==> config.mk <==
export PLATFORM = sky130hd
export DESIGN_NAME = conv_tap_accumulator
export DESIGN_NICKNAME = d
export VERILOG_FILES = /design/src/rtl/conv_tap_accumulator.sv
export SDC_FILE = /design/constraint.sdc
export NUM_CORES = 1
export LEC_CHECK = 0
export ABC_AREA = 1
export CELL_PAD_IN_SITES_DETAIL_PLACEMENT = 1
export CELL_PAD_IN_SITES_GLOBAL_PLACEMENT = 1
export CORE_AREA = 2 2 99 92
export DETAILED_ROUTE_END_ITERATION = 6
export DIE_AREA = 0 0 101 94
export GPL_ROUTABILITY_DRIVEN = 0
export PLACE_DENSITY = 0.8
export SYNTH_ARGS = -nofsm -noshare
export SYNTH_HDL_FRONTEND = slang
export SYNTH_SLANG_ARGS = --single-unit
==> constraint.sdc <==
create_clock -name clk -period 2.3 [get_ports clk]
set_input_delay 0.46 -clock clk [delete_from_list [all_inputs] [get_ports clk]]
set_output_delay 0.46 -clock clk [all_outputs]
set_load 0.05 [all_outputs]
==> src/rtl/conv_tap_accumulator.sv <==
// Tap sequencer and accumulator for the 3x3 convolution datapath: steps the product
// mux select, sums the signed products at full precision and hands off one result per window.
module conv_tap_accumulator #(
  parameter int WIDTH     = 14,
  parameter int NTAPS     = 9,
  parameter int ACC_WIDTH = 18
) (
  input  logic                 clk,
  input  logic                 rst_n,
  input  logic                 start,
  output logic                 busy,
  output logic [3:0]           mux_sel,
  input  logic [WIDTH-1:0]     in_adder,
  input  logic                 in_adder_valid,
  output logic [ACC_WIDTH-1:0] sum_out,
  output logic [7:0]           pix_out,
  output logic                 sum_valid,
  input  logic                 sum_ready
);

  typedef enum logic [1:0] {
    IDLE  = 2'd0,
    ACCUM = 2'd1,
    DONE  = 2'd2
  } state_t;

  localparam logic [3:0] SEL_IDLE = 4'd9;
  localparam logic [3:0] SEL_LAST = 4'(NTAPS - 1);

  state_t               state_r;
  state_t               next_state_s;
  logic [ACC_WIDTH-1:0] acc_r;
  logic [ACC_WIDTH-1:0] sum_next_s;
  logic                 clear_s;
  logic                 add_s;
  logic                 finish_s;
  logic                 release_s;

  // Negative results clamp to 0 and anything above 255 saturates.
  function automatic logic [7:0] clamp_pix(input logic [ACC_WIDTH-1:0] v);
    if (v[ACC_WIDTH-1]) begin
      clamp_pix = 8'd0;
    end else if (|v[ACC_WIDTH-2:8]) begin
      clamp_pix = 8'd255;
    end else begin
      clamp_pix = v[7:0];
    end
  endfunction

  assign sum_next_s = acc_r + {{(ACC_WIDTH-WIDTH){in_adder[WIDTH-1]}}, in_adder};

  // State register.
  always_ff @(posedge clk or negedge rst_n) begin
    if (!rst_n) begin
      state_r <= IDLE;
    end else begin
      state_r <= next_state_s;
    end
  end

  // Next-state and datapath control decode.
  always_comb begin
    next_state_s = state_r;
    clear_s      = 1'b0;
    add_s        = 1'b0;
    finish_s     = 1'b0;
    release_s    = 1'b0;
    case (state_r)
      IDLE: begin
        if (start) begin
          next_state_s = ACCUM;
          clear_s      = 1'b1;
        end else begin
          next_state_s = IDLE;
        end
      end
      ACCUM: begin
        if (in_adder_valid) begin
          add_s = 1'b1;
          if (mux_sel == SEL_LAST) begin
            finish_s     = 1'b1;
            next_state_s = DONE;
          end else begin
            next_state_s = ACCUM;
          end
        end else begin
          next_state_s = ACCUM;
        end
      end
      DONE: begin
        if (sum_ready) begin
          release_s = 1'b1;
          if (start) begin
            next_state_s = ACCUM;
            clear_s      = 1'b1;
          end else begin
            next_state_s = IDLE;
          end
        end else begin
          next_state_s = DONE;
        end
      end
      default: begin
        next_state_s = IDLE;
      end
    endcase
  end

  // Accumulator, tap select and result registers.
  always_ff @(posedge clk or negedge rst_n) begin
    if (!rst_n) begin
      acc_r     <= '0;
      mux_sel   <= SEL_IDLE;
      sum_out   <= '0;
      pix_out   <= 8'd0;
      sum_valid <= 1'b0;
      busy      <= 1'b0;
    end else begin
      busy <= (next_state_s != IDLE);
      if (clear_s) begin
        acc_r   <= '0;
        mux_sel <= 4'd0;
      end else if (finish_s) begin
        acc_r   <= sum_next_s;
        mux_sel <= SEL_IDLE;
        sum_out <= sum_next_s;
        pix_out <= clamp_pix(sum_next_s);
      end else if (add_s) begin
        acc_r   <= sum_next_s;
        mux_sel <= mux_sel + 4'd1;
      end
      if (finish_s) begin
        sum_valid <= 1'b1;
      end else if (release_s) begin
        sum_valid <= 1'b0;
      end
    end
  end

endmodule

run_1/gates.png
Drawn at 3 px/um.
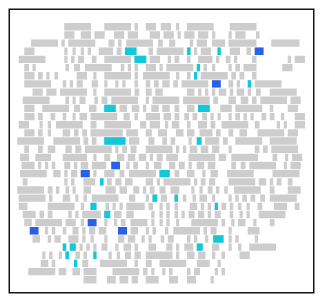
family	colour	cells	most used
nor cells	cyan	25	nor2_1
xor and xnor cells	blue	7	xnor2_1
Non-Filler Instances: 657
Comb area share: 42.6%
most frequent logic cell in the layout: nand2_1

run_1/closeup.png
Region (63, 58) to (88, 83) um. Cells in grey, sequential cells in the stronger grey; small squares are vias.
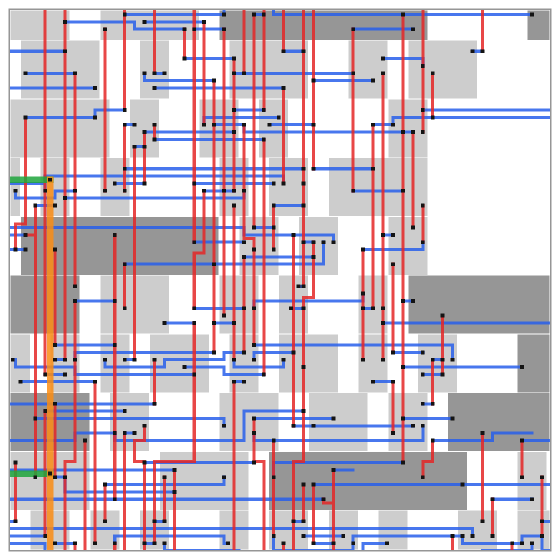
layer	colour
M3	green
M4	orange
M2	red
M1	blue
sequential cells in the window	5
netlist names of flops here include	`mux_sel` (2), `sum_out` (2)
most frequent	nand2_1 (11), o21ai_0 (7)
cells with their middle in the window	53

run_1/ff_map.png
Drawn at 4 px/um. Other sequential cells in the stronger grey, the rest of the logic in the fainter grey.
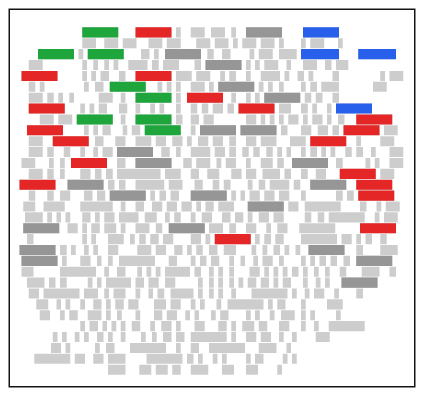
name in the netlist	colour	placed flops
`sum_out`	red	18
`pix_out`	green	8
`mux_sel`	blue	4
not coloured	22
flop share of the area: 27.3%
seq pwr: 1.65 mW
Final Util: 56.8%
storage element area: 1300 um2

==> flow_summary.toml, run 1 <==
# physical design summary
[status]
status = "finished, final reports clean"

[flow_run]
warnings = 27
drv_cap = 0

[floorplan]
dieHeight_um = 94
die_area_um2 = 9490
ios = 51
dieWidth_um = 101
num_rows = 32
fp_util_pct = 38.4
core_area_um2 = 8410

[final_timing]
tightest_slew_ps = 515
final_max_slew_viol_count = 0
setup_ws_ps = 56.7
slew_headroom_pct = 65.6
setup_violations = 0
clock.fmax_ghz = 0.446
hold_violations = 0
fin_skew_ps = 10.8
hold_slack_ps = 75.3
fin_crit_sh_pct = 97.5
setup_tns_ps = 0
min_period_ps = 2240

[route]
antenna_left = 0
via_count = 3371
wl_per_cell_um = 17.6
drt_iter0_drc = 126
drc = 0
wl_um = 11600
viasPerCell = 5.13
first_pass_iters = 4

[global_routing]
grt-ovfl-total = 0
grt_use_total_pct = 24.0
first_global_vias = 3658
grt_max_degree = 36
grt_pass1_wl_um = 17700
antenna_found_initial = 0

[layout]
final_nets = 593
diodes = 0
nFillCells = 1040
fin_area_um2 = 4770
drive_gt1_share_pct = 28.1
comb_area_um2 = 2030
synthToLayoutAreaGrowth_pct = 47.9
largestRegisters = "acc_r (18), sum_out (18), pix_out (8)"

[worst_setup_path]
critPathMaxFanout = 8
crit_required_ps = 2520
rr_endpoint = "pix_out[1]"
cp_data_arrival_time_ps = 2460
worst_setup_path_start_kind = "register"
rr_worst_depth = 15
rr_startpoint = "acc_r[0]"
critPathCaptureType = "register"
crit_type = "reg -> reg"
rrSetupSlack_ps = 60

[yosys]
logic_family = "simple AND/OR/NAND/NOR gates"
syn_avg_cell_area_um2 = 7.24
ys_seq_share_pct = 40.4
netlist_area_um2 = 3230
synthAoiAreaFrac_pct = 8.72
yosysChipArea_um2 = 3230
synthArstFlopShare_pct = 100
ys_sh_simple_pct = 32.1
synthesis.nets = 485
synth_cell_types = 26
synthCells = 446
ys_sh_adder_pct = 7.99
synthMuxAreaShare_pct = 0
edf_count = 0
xor_share_pct = 1.90
yosys_cells = 446
synth_top_flop_cell = "dfrtp_1"
ys_ff = 52
ys_warn_count = 0

[power]
p_per_area_nw_per_um2 = 1610
p_leak_nw = 2.45
power.total_mw = 7.68
vdd_drop_max_mv = 0.789

[clock_network]
worst_skew_pair.late_latency_ps = 320
cts-htree-levels = 2
holdBufCountCts = 0
numCtsBuffers = 5
cts_tree = "yes"
clock-sinks = 52
cts-root-buf = "clkbuf_8"
clk_path_buf_depth = 2
cts.clk_slew.worst_paths_ps = 100

[worst_hold_path]
hold_class = "in -> async"

[place]
port_buffers = 50
placed_cells = 640
dp_hpwl_um = 7790
dp_slack_ps = -551
post_dp_cell_area_um2 = 4200
[run 1: metal layers]
metal / routed length (um) / global-route usage, % / part of all wire, %
met5: 0 / 0 / 0
met4: 317 / 9.12 / 2.7
met3: 295 / 3.13 / 2.6
met2: 6060 / 42.9 / 52
met1: 4890 / 29.4 / 42
[run 1: synth_stat cells (all sizes together), types with 2 or more instances]
library cell / instances / area, um2
and2: 2 / 12.5
nor3: 4 / 20.0
xor2: 3 / 26.3
nand4: 10 / 62.6
dfrtp: 50 / 1250
dfstp: 2 / 52.6
clkbuf: 9 / 33.8
nand3: 37 / 195
xnor2: 4 / 35.0
nand2: 162 / 621
a21oi: 13 / 72.6
ha: 19 / 238
inv: 67 / 251
o21ai: 39 / 195
nor2: 20 / 114
[run 1: worst max path at each step]
| stage | slack [ps] | startpoint | cells past startpoint | to |
|---|---|---|---|---|
| finish | 60 | acc_r[0] | 15 | pix_out[1] |
| global route | -50 | acc_r[0] | 15 | pix_out[1] |
| floorplan | 160 | in_adder[0] | 15 | pix_out[5] |
| global placement | -420 | in_adder[0] | 16 | pix_out[4] |
| detailed placement | -550 | in_adder[0] | 16 | pix_out[4] |
| CTS | 1 | in_adder[11] | 12 | pix_out[1] |
[run 1: cells in the final DEF, fill, tap and decap left out, types with 2 or more instances in the layout]
master,netlist,routed
nand2_1,157,126
inv_1,64,61
buf_4,0,58
dfrtp_1,50,50
o21ai_0,39,39
clkdlybuf4s50_1,0,35
nand2_2,5,32
nand3_1,35,28
ha_4,0,15
nor2_1,16,12
nand4_1,10,10
dlymetal6s2s_1,0,8
a21oi_1,11,7
nand3_2,2,7
inv_2,3,6
a21oi_2,2,5
clkbuf_8,0,5
dlygate4sd2_1,0,5
xnor2_1,4,4
nand2_4,0,4
nor2_2,0,4
nor2_4,3,4
xor2_1,3,3
ha_1,19,3
nor3_2,0,2
nand3_4,0,2
and2_1,2,2
nor3_1,4,2
dfstp_2,2,2
[run 1: cell type report]
type                            count  share of cell area (%)
Clock buffer                        6                    1.52
Tap cell                          102                    2.67
Inverter                           67                    5.27
Timing Repair Buffer              109                    19.9
Clock inverter                      2                   0.734
Sequential cell                    52                    27.3
Multi-Input combinational cell    319                    42.6
[run 1: power breakdown]
| group | switching [mW] | total, mW | leakage, nW | internal [mW] |
|---|---|---|---|---|
| clock | 0.316 | 0.639 | 0.0552 | 0.324 |
| sequential | 0.325 | 1.65 | 0.653 | 1.32 |
| combinational | 3.27 | 5.39 | 1.75 | 2.12 |
| total | 3.91 | 7.68 | 2.45 | 3.76 |
[run 1: kinds of logic after synthesis]
group | Yosys count
compound gates | 54
xor+xnor | 7
fa+ha+maj | 20
buf+inv | 76
flops | 52
simple gates | 237
[run 1: critical path, cell delays in order, from the launching register on]
cell,delay (ps)
dfrtp_1,360
ha_2,190
inv_2,40
fa_2,340
inv_2,80
nand2_2,70
nand2_2,100
nand3_4,90
nand2_4,110
nand2_2,50
nand2_2,100
nand3_4,120
nor2_8,180
nand4_1,170
nand2_2,100
nand2_1,50
[run 1: what timing repair did]
action | CTS | global route
gates cloned | 1 | 0
gates resized | 60 | 34
hold endpoints to repair | 0 | 0
endpoints found under the setup margin | 13 | 13
buffers inserted | 5 | 3
pin swaps | 22 | 17
run_1/m1.png
Drawn at 3 px/um.
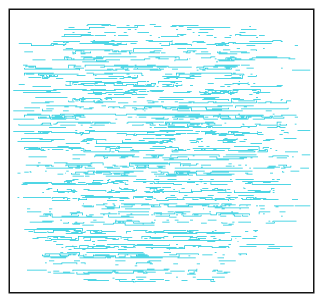

--- run 2 (diff from run 1) ---
--- a/config.mk
+++ b/config.mk
@@ -12,6 +12,7 @@
 export DETAILED_ROUTE_END_ITERATION = 6
 export DIE_AREA = 0 0 101 94
 export GPL_ROUTABILITY_DRIVEN = 0
+export GPL_TIMING_DRIVEN = 0
 export PLACE_DENSITY = 0.8
 export SYNTH_ARGS = -nofsm -noshare
 export SYNTH_HDL_FRONTEND = slang
run_2/m1.png
Drawn at 3 px/um.
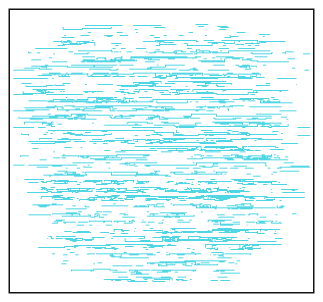
main direction	horizontal
share of all routed wire	45%
WL final: 10,200 um
met1 usage: 28.5%

run_2/ff_map.png
Drawn at 4 px/um. Other sequential cells in the stronger grey, the rest of the logic in the fainter grey.
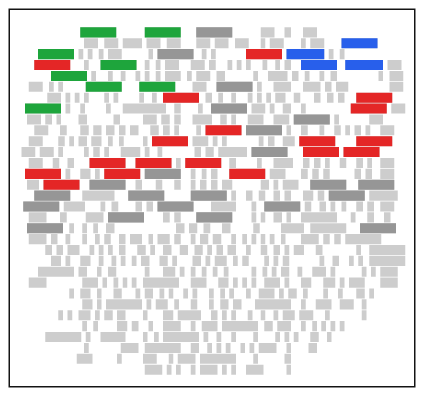
name in the netlist	colour	placed flops
`sum_out`	red	18
`pix_out`	green	8
`mux_sel`	blue	4

==> flow_summary.toml, run 2 <==
# physical design summary
[yosys]
ys_seq_share_pct = 40.4
yosys.area.top_type_share_pct = 38.8
ys_sh_simple_pct = 32.1
synthCells = 446
edf_count = 0
netlist_area_um2 = 3230
synth_area_leader_cell = "dfrtp_1"
yosys_cells = 446
synth.most_common_cell = "nand2_1"
syn_avg_cell_area_um2 = 7.24
yosysChipArea_um2 = 3230
synthesis.nets = 485
ys_warn_count = 0
synthMuxAreaShare_pct = 0
synth_top_flop_cell = "dfrtp_1"
ys_top_cells_by_area = "dfrtp_1 39%, nand2_1 18%, inv_1 7.4%"
netlist_top_cells_count = "157 x nand2_1, 64 x inv_1, 50 x dfrtp_1"
ys_sh_adder_pct = 7.99
ys_ff = 52
synthAoiAreaFrac_pct = 8.72
xor_share_pct = 1.90
logic_family = "simple AND/OR/NAND/NOR gates"
synthArstFlopShare_pct = 100
synth_cell_types = 26

[final_timing]
min_period_ps = 2220
hold_slack_ps = 162
fin_crit_sh_pct = 96.5
clock.fmax_ghz = 0.451
final_max_slew_viol_count = 0
slew_headroom_pct = 56.4
tightest_slew_ps = 654
fin_skew_ps = 4.87
hold_violations = 0
setup_violations = 0

[power]
vdd_drop_max_mv = 0.799
internal_power_mw = 3.30
swShare_pct = 52.7
p_leak_nw = 2.30
p_per_area_nw_per_um2 = 1550
seqPwrFrac_pct = 23.7
comb_power_share_pct = 67.2
p_clk_share_pct = 9.1
switchingPower_mw = 3.67

[worst_setup_path]
crit_type = "reg -> reg"
critPathCaptureType = "register"
cp_common_cell = "nand2_4"
endpoint = "pix_out[6]"
worst_setup_path_start_kind = "register"
critPathMaxFanout = 8
crit_path_start = "acc_r[0]"
crit_required_ps = 2510
rrSetupSlack_ps = 80
rr_worst_depth = 15
cp_data_arrival_time_ps = 2430
rr_endpoint = "pix_out[6]"
cp_slowest_cell = "dfrtp_1"
rr_startpoint = "acc_r[0]"
crit_chain = "ha_2, inv_2, fa_2, inv_4, nand2_4, nand2_4, nand3_4, nand2_4, nand2_2, nand3_2, nand2_4, nor2_4, nand4_1, nand2_1, nand2_1"
slowest_delay_ps = 380

[route]
drc = 0
drt_iter0_drc = 81
via_count = 3166
m1WireLength_um = 4630
first_pass_iters = 4
wl_per_cell_um = 16.4
antenna_left = 0
viasPerCell = 5.11
wl_met3_um = 271
top_layer_used = "met4"
wl_met2_um = 5120

[floorplan]
die_area_um2 = 9490
core_area_um2 = 8410
dieWidth_um = 101
num_rows = 32
dieHeight_um = 94
ios = 51
fp_util_pct = 38.4

[global_routing]
grt-ovfl-total = 0
first_global_vias = 3411
grt_pass1_wl_um = 16300
grt_use_total_pct = 21.9
grt_max_degree = 29
antenna_found_initial = 0

[worst_hold_path]
hold_class = "in -> async"

[flow_run]
drv_cap = 0
warnings = 27

[clock_network]
worst_skew_pair.late_latency_ps = 310
cts-htree-levels = 2
cts-root-buf = "clkbuf_8"
cts_tree = "yes"
clock-sinks = 52
numCtsBuffers = 5
cts.clk_slew.worst_paths_ps = 100
holdBufCountCts = 0
clk_path_buf_depth = 2

[layout]
drive_gt1_share_pct = 19.7
diodes = 0
finish.utilization_pct = 53.4
largestRegisters = "acc_r (18), sum_out (18), pix_out (8)"
fin_area_um2 = 4490
final_nets = 556
lay_top_count = "nand2_1"
layout_top_cells = "129 x nand2_1, 61 x inv_1, 50 x dfrtp_1, 39 x o21ai_0, 35 x clkdlybuf4s50_1"
synthToLayoutAreaGrowth_pct = 39.0
fin_cells = 620

[place]
post_dp_cell_area_um2 = 3870
port_buffers = 50
dp_hpwl_um = 7460
placed_cells = 599

[status]
status = "finished, final reports clean"
-- run 2: cell counts after synthesis --
No cell type changed its count.
-- run 2: critical path: cells and delay by family, from the launching register on --
kind,cells,cell delay (ps)
and+or+nand+nor,11,1040
adders and majority gates,2,570
DFF,1,380
buffers and inverters,2,130
-- run 2: timing repair --
item                       CTS  global route
cloned                       1             0
pin swaps                   14            26
resized                     38            57
buffers inserted             4             8
setup endpoints to repair   13             9
-- run 2: worst min-delay path by stage --
stage | from | end | slack, ps | cells after the start
3_3_place_gp | sum_out[12] | sum_out[12] | 470 | 2
2_1_floorplan | rst_n | acc_r[0] | 160 | 0
4_1_cts | rst_n | acc_r[12] | 180 | 1
6_report | rst_n | acc_r[12] | 160 | 1
5_1_grt | rst_n | acc_r[12] | 210 | 1
3_5_place_dp | pix_out[2] | pix_out[2] | 470 | 2
-- run 2: cells by family after synthesis --
logic type,Yosys count
compound gates,54
xor+xnor,7
fa+ha+maj,20
buf+inv,76
flops,52
simple gates,237
-- run 2: power groups by stage --
stage / sequential, mW / combinational [mW] / clock, mW
after global placement: 1.60 / 3.79 / 0
after floorplan: 2.36 / 1.91 / 0
final: 1.65 / 4.68 / 0.635
after detailed placement: 1.61 / 3.89 / 0
after CTS: 1.62 / 4.24 / 0.648
after global routing: 1.69 / 5.11 / 0.679
-- run 2: final cells by class --
class	count	area, um2
buffer	9	33.8
clock inverter	3	42.5
inverter	67	254
tap	102	128
clock buffer	5	68.8
multi-input combinational	319	2030
timing repair buffer	63	629
sequential	52	1300
fill	1030	3920
-- run 2: routing by layer --
metal | up-vias | global-route usage (%)
met3 | 15 | 3.20
met5 | - | 0
met4 | 0 | 5.41
met1 | 1545 | 28.5
li1 | 1555 | -
met2 | 51 | 38.3
-- run 2: per-stage QoR --
step | total power [mW] | setup TNS [ps] | setup WS (ps)
4_1_cts | 6.51 | 0 | 1.84
2_1_floorplan | 4.27 | 0 | 157
3_3_place_gp | 5.38 | -49610 | -784
6_report | 6.97 | 0 | 80.4
5_1_grt | 7.49 | -212 | -64.9
3_5_place_dp | 5.51 | -11630 | -830
--- run 3 (diff from run 2) ---
--- a/config.mk
+++ b/config.mk
@@ -9,6 +9,7 @@
 export CELL_PAD_IN_SITES_DETAIL_PLACEMENT = 1
 export CELL_PAD_IN_SITES_GLOBAL_PLACEMENT = 1
 export CORE_AREA = 2 2 99 92
+export CTS_CLUSTER_DIAMETER = 120
 export DETAILED_ROUTE_END_ITERATION = 6
 export DIE_AREA = 0 0 101 94
 export GPL_ROUTABILITY_DRIVEN = 0
==> constraint.sdc (replaced) <==
create_clock -name clk -period 2.3 [get_ports clk]
set_input_delay 0.46 -clock clk [delete_from_list [all_inputs] [get_ports clk]]
set_output_delay 0.46 -clock clk [all_outputs]
set_load 0.01 [all_outputs]
run_3/ff_map.png
Drawn at 4 px/um. Other sequential cells in the stronger grey, the rest of the logic in the fainter grey.
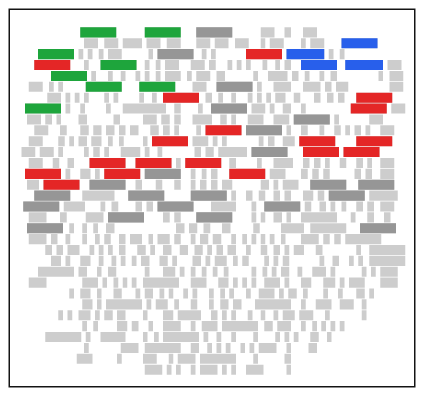
name in the netlist	colour	placed flops
`pix_out`	green	8
`sum_out`	red	18
`mux_sel`	blue	4
Final Util: 53.4%
flop share of the area: 29.1%

run_3/congestion_map.png
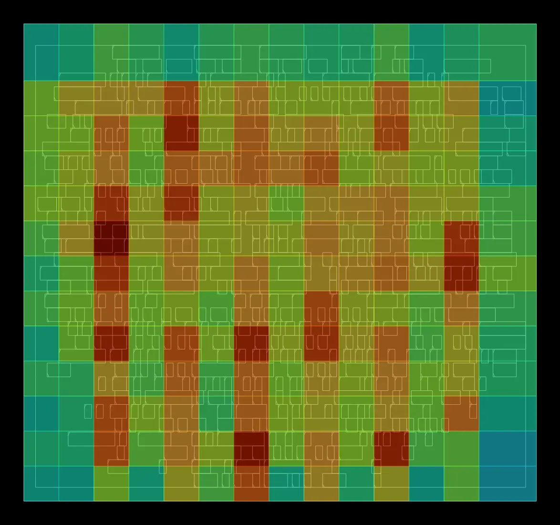
GR Layer Usage met2: 38.3%
GRT met3 Usage: 3.20%
overall routing resource usage: 21.9%
GRT Max-Usage Layer: met2

==> flow_summary.toml, run 3 <==
# physical design summary
[status]
status = "finished, final reports clean"

[place]
dp_hpwl_um = 7460
port_buffers = 50
dp_slack_ps = -830

[clock_network]
cts.clk_slew.worst_paths_ps = 100
clock-sinks = 52
cts_tree = "yes"
cts-root-buf = "clkbuf_8"
cts-htree-levels = 2
numCtsBuffers = 5
worst_skew_pair.late_latency_ps = 310
clk_path_buf_depth = 2

[route]
viasPerCell = 5.11
drt_iter0_drc = 81
drc = 0
wl_um = 10200
via_count = 3166
wl_per_cell_um = 16.4
antenna_left = 0
first_pass_iters = 4

[final_timing]
fin_crit_sh_pct = 96.5
setup_ws_ps = 80.4
tightest_slew_ps = 654
clock.fmax_ghz = 0.451
min_period_ps = 2220
fin_skew_ps = 4.87
setup_violations = 0
hold_violations = 0
slew_headroom_pct = 56.4
final_max_slew_viol_count = 0
hold_slack_ps = 162

[yosys]
ys_seq_share_pct = 40.4
netlist_top_cells_count = "157 x nand2_1, 64 x inv_1, 50 x dfrtp_1"
synth_area_leader_cell = "dfrtp_1"
ys_warn_count = 0
synth_top_flop_cell = "dfrtp_1"
edf_count = 0
synthCells = 446
synthArstFlopShare_pct = 100
ys_top_cells_by_area = "dfrtp_1 39%, nand2_1 18%, inv_1 7.4%"
yosys_cells = 446
synthesis.nets = 485
synth_cell_types = 26
syn_avg_cell_area_um2 = 7.24
ys_ff = 52
synth.most_common_cell = "nand2_1"
yosysChipArea_um2 = 3230
yosys.area.top_type_share_pct = 38.8
netlist_area_um2 = 3230

[layout]
diodes = 0
synthToLayoutAreaGrowth_pct = 39.0
layout_top_cells = "129 x nand2_1, 61 x inv_1, 50 x dfrtp_1, 39 x o21ai_0, 35 x clkdlybuf4s50_1"
drive_gt1_share_pct = 19.7
lay_top_count = "nand2_1"
largestRegisters = "acc_r (18), sum_out (18), pix_out (8)"
final_nets = 556

[power]
p_leak_nw = 2.30
p_per_area_nw_per_um2 = 1390
power.total_mw = 6.25
vdd_drop_max_mv = 0.497

[global_routing]
antenna_found_initial = 0
grt_max_degree = 29
grt_pass1_wl_um = 16300
first_global_vias = 3411
grt-ovfl-total = 0

[floorplan]
dieWidth_um = 101
dieHeight_um = 94
fp_util_pct = 38.4
ios = 51
core_area_um2 = 8410
die_area_um2 = 9490
num_rows = 32

[flow_run]
drv_cap = 0
warnings = 27

[worst_setup_path]
crit_type = "reg -> reg"
crit_required_ps = 2510
worst_setup_path_start_kind = "register"
critPathCaptureType = "register"
cp_data_arrival_time_ps = 2430
critPathMaxFanout = 8

[worst_hold_path]
hold_class = "in -> async"
## run 3: cell counts in the layout (fill, tap and decap cells not counted)
No cell type changed its count.
## run 3: final cells by class
type / instances / area [um2]
Fill cell: 1030 / 3920
Multi-Input combinational cell: 319 / 2030
Sequential cell: 52 / 1300
Timing Repair Buffer: 63 / 629
Inverter: 67 / 254
Tap cell: 102 / 128
Clock buffer: 5 / 68.8
Clock inverter: 3 / 42.5
Buffer: 9 / 33.8
## run 3: critical path, stage by stage, from the launching register on
cell and delay, ps:
dfrtp_1 380, ha_2 200, inv_2 40, fa_2 370
inv_4 90, nand2_4 60, nand2_4 70, nand3_4 80
nand2_4 120, nand2_2 70, nand3_2 100, nand2_4 60
nor2_4 190, nand4_1 140, nand2_1 100, nand2_1 50
## run 3: routing by layer
layer	vias up	GRT usage [%]	routed length, um	share of wire, %
met1	1545	28.5	4630	45
met4	0	5.41	165	1.6
met5	-	0	0	0
met3	15	3.20	271	2.7
li1	1555	-	-	-
met2	51	38.3	5120	50
## run 3: kinds of logic after synthesis
| group | after synthesis | synth area share (%) |
|---|---|---|
| buffers and inverters | 76 | 8.84 |
| adder cells (fa/ha/maj) | 20 | 7.99 |
| XOR/XNOR | 7 | 1.90 |
| flip-flops | 52 | 40.4 |
| AND-OR/OR-AND | 54 | 8.72 |
| AND/OR/NAND/NOR | 237 | 32.1 |
## run 3: power breakdown
| part | switching, mW | internal, mW |
|---|---|---|
| Combinational | 2.30 | 1.65 |
| Clock | 0.312 | 0.322 |
| Sequential | 0.330 | 1.32 |
## run 3: repair_timing
item | 4_1_cts | 5_1_grt
hold buffers | 0 | 0
gates resized | 38 | 57
endpoints found under the hold margin | 0 | 0
pin swaps | 14 | 26
cloned | 1 | 0
buffers inserted | 4 | 8
endpoints found under the setup margin | 13 | 9
## run 3: path summary, 6_finish.rpt
| check | slack, ps | cells after the start | from | endpoint |
|---|---|---|---|---|
| max | 80 | 15 | acc_r[0] | pix_out[6] |
| min | 160 | 1 | rst_n | acc_r[12] |
| max reg2reg | 80 | 15 | acc_r[0] | pix_out[6] |
| min reg2reg | 490 | 2 | pix_out[3] | pix_out[3] |
| max in group asynchronous | 1500 | 2 | rst_n | mux_sel[0] |
| min in group clk | 490 | 2 | pix_out[3] | pix_out[3] |
## run 3: metrics by stage
stage	utilization (%)	setup TNS, ps	cell area [um2]	instances
after floorplan	-	0	3230	446
after global placement	45.8	-49610	3850	598
after detailed placement	46.0	-11630	3870	599
after CTS	49.8	0	4190	612
after global routing	53.4	-212	4490	620
final	53.4	0	4490	620
No activity file was given, so power comes from the tool's default toggle rates.
